Figure 1. Pin placement.
Pins as bars across the die edge, other pins in grey.
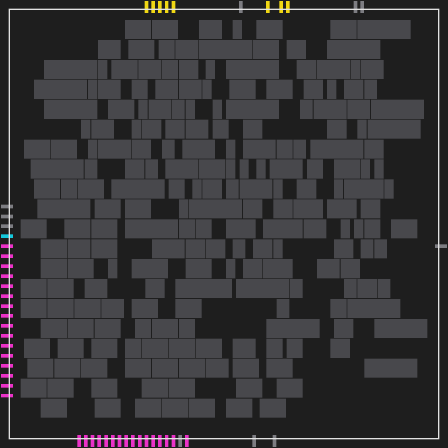
Figure 2. Drive-strength map.
Bar = 20 um.
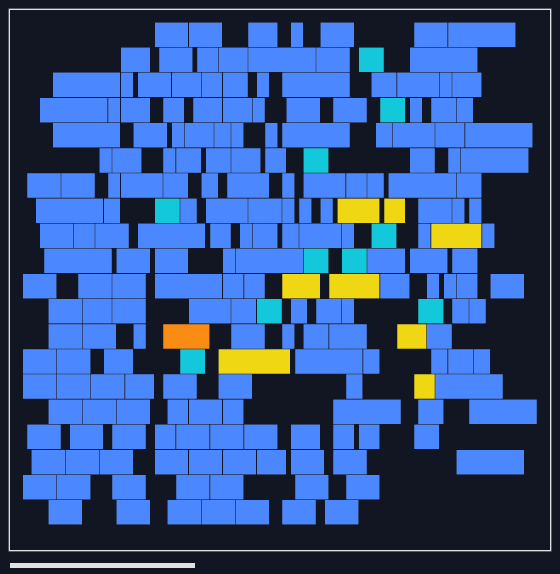
Figure 3. Cell classes on the final placement.
Bar = 20 um.
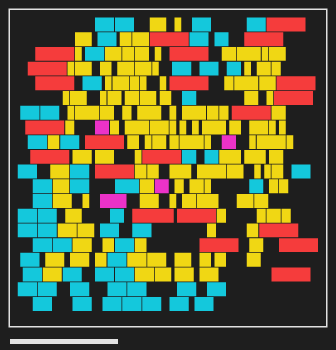
Design wdt_service_ctrl_flat, sky130hd; sources not shown.
==> deck_impl_summary.md <==
Run Summary

Placed design
  – Pre-CTS WS: just over 70 ps
  – Placer Congestion: 0.8431
  – Area after DPL: between 0.0015 and 0.002 sq mm

Synthesis
  – Post-synth cell types: 47
  – Simple-Gate Area Share: between 30% and 40%
  – Cells after Synth: about 160
  – Fraction of the mapped netlist area in adder cells: 6.250%
  – Number of synthesized flops with an enable pin: 0
  – # Cells Yosys: ~160
  – Sequential fraction of the synthesis area: 31.43%
  – AO/OA Area Share: 20.18%
  – Async SR Flop Fraction: 0%
  – Dominant kind of combinational cell: simple AND/OR/NAND/NOR gates

STA
  – Clk_skew: 14.63 ps
  – Max-slew headroom: between 60 and 70%
  – Slew Viols, Final: 0
  – Tcrit/Tclk final: 97.45%
  – Final Hold Vio Count: 0
  – Tmin final: 2095 ps
  – Max Fclk: 477.3 MHz

Power and ir drop
  – Internal: 770.7 uW
  – Leading power group: combinational logic
  – Clk. pwr: 242 uW
  – Comb power: 488 uW
  – P_seq: 486 uW
  – Sw frac: 36.61%
  – Peak supply drop: 0.3790 mV
  – Net switching power: 445.2 uW
  – Lkg Pwr: 0.7630 nW
  – Clock network power share: 19.9%

Clock network
  – Clock sink count: 22
  – Postcts setup bufs: 0
  – TritonCTS clock tree: done
  – Total CTS buffers: 3
  – Reg clk slew, reported paths: 140 ps
  – H-tree depth: 1
  – Clock buffer depth: 2

Critical path
  – CP startpoint kind: flip-flop
  – Critical-path top delay cell: clkdlybuf4s50_1
  – R2r worst-path depth: 6
  – Critical Path RT: 1720 ps
  – Worst-path fanout max: 7
  – Worst path depth: 1
  – R2R setup slack: 150 ps
  – Worst EP arrival: 1670 ps
  – Crit Path Class: flip-flop to output pin
  – Setup crit end kind: output pin

Finish
  – Nets: between 200 and 300
  – Antenna Cells: 0

GRT
  – Pin count of the biggest net entering global routing: 14
  – Global-route wire length before repair: 5851 um
  – Tot GR Track Use: 21.96%
  – Vias in the first global route: 1384
  – Final global-route overflow total: 0

Route
  – Routed Wire Length: 3565 um
  – DRC: 0
  – Iter 0 DRT Violations: 122
  – Routed Antenna Nets: 0
  – Vias per cell: 5.508
  – Total number of vias: around 1400

Die
  – # IOs: 51
  – FP Util: 46.28%

Run status
  – Status: finished clean

Run
  – Max Cap Viol: 0
  – Total tool warning count: 29

Hold path
  – Hold Crit Class: flip-flop to flip-flop
## Picture notes: Figure 1
bus_to_count: drawn in yellow, pins 8, direction output, edge top. bus_irq_clr: drawn in cyan, pins 1, direction input, edge left. bus_key_data: drawn in magenta, pins 32, direction input, edge 16 bottom, 16 left.
All pins by edge: 20 left, 19 bottom, 11 top, 1 right.
PortBufs: 50
die width: 58.44 um
Die Ht: 58.44 um

## Picture notes: Figure 2
x2: drawn in yellow, cells 8. x3 and x4: drawn in cyan, cells 10. x1 and smaller: drawn in blue, cells 193. x6 and larger: drawn in orange, cells 1.
synth-to-layout area growth: 44.29%
PnR worst setup slack: 54.84 ps
Finished Cell Area: 0.002022 sq mm
Non-clock buffers: 57

## Picture notes: Figure 3
registers: drawn in red, cells 22. remaining logic cells: drawn in yellow, cells 129. clock drivers and dummy loads: drawn in magenta, cells 4. remaining buffers and delay cells: drawn in cyan, cells 57.
Final Core Density: 66.78%
CORE AREA: 0.003028 sq mm
Row Count: 20
flop share of the area: 21.84%

stage by stage:
stage / instances / TNS (ps) / hold slack, ps / power, mW
2_1_floorplan: 151 / -94.55 / 447.3 / 0.7809
3_3_place_gp: 252 / 0 / 457.9 / 0.9655
3_5_place_dp: 252 / 0 / 466.3 / 0.9806
4_1_cts: 256 / 0 / 492.7 / 1.214
5_1_grt: 256 / 0 / 527.8 / 1.280
6_report: 256 / 0 / 488.4 / 1.216
layout by cell type, fill, tap and decap left out, types with 5 or more instances in the layout:
cell,n
a211oi_1,5
a21oi_1,6
buf_4,7
clkdlybuf4s50_1,49
dfxtp_1,21
ha_1,7
inv_1,11
nand2_1,8
nor2_1,11
nor3_1,5
nor4bb_1,12
what timing repair did:
item                                    in CTS  in global routing
gates resized                                0                  2
hold buffers                                 0                  0
endpoints found under the setup margin       0                  2
layer usage:
layer  wire length (um)  share of wire, %  track usage (%)
met1               1623                46            25.64
met2               1767                50            40.23
met3                135               3.8            4.835
met4                 38               1.1            6.122
met5                  0                 0                0
cell type report:
cell class                 instances  area (sq um)
inverter                          11         41.29
tap                               44         55.05
clock buffer                       4         36.28
timing repair buffer              57         555.5
sequential                        22         441.7
fill                             252          1006
multi-input combinational        118         892.1
synth_stat cells, drive strengths merged, types with 4 or more instances:
| cell type | count | area (sq um) |
|---|---|---|
| nor2 | 11 | 41.29 |
| nor3 | 5 | 25.02 |
| dfxtp | 22 | 440.4 |
| and4 | 4 | 35.03 |
| xor2 | 4 | 35.03 |
| ha | 7 | 87.58 |
| nor4bb | 12 | 120.1 |
| or4 | 4 | 30.03 |
| inv | 11 | 41.29 |
| nand2 | 8 | 30.03 |
| a21oi | 6 | 30.03 |
| a211oi | 5 | 37.54 |
Power and IR drop assume default switching activity.
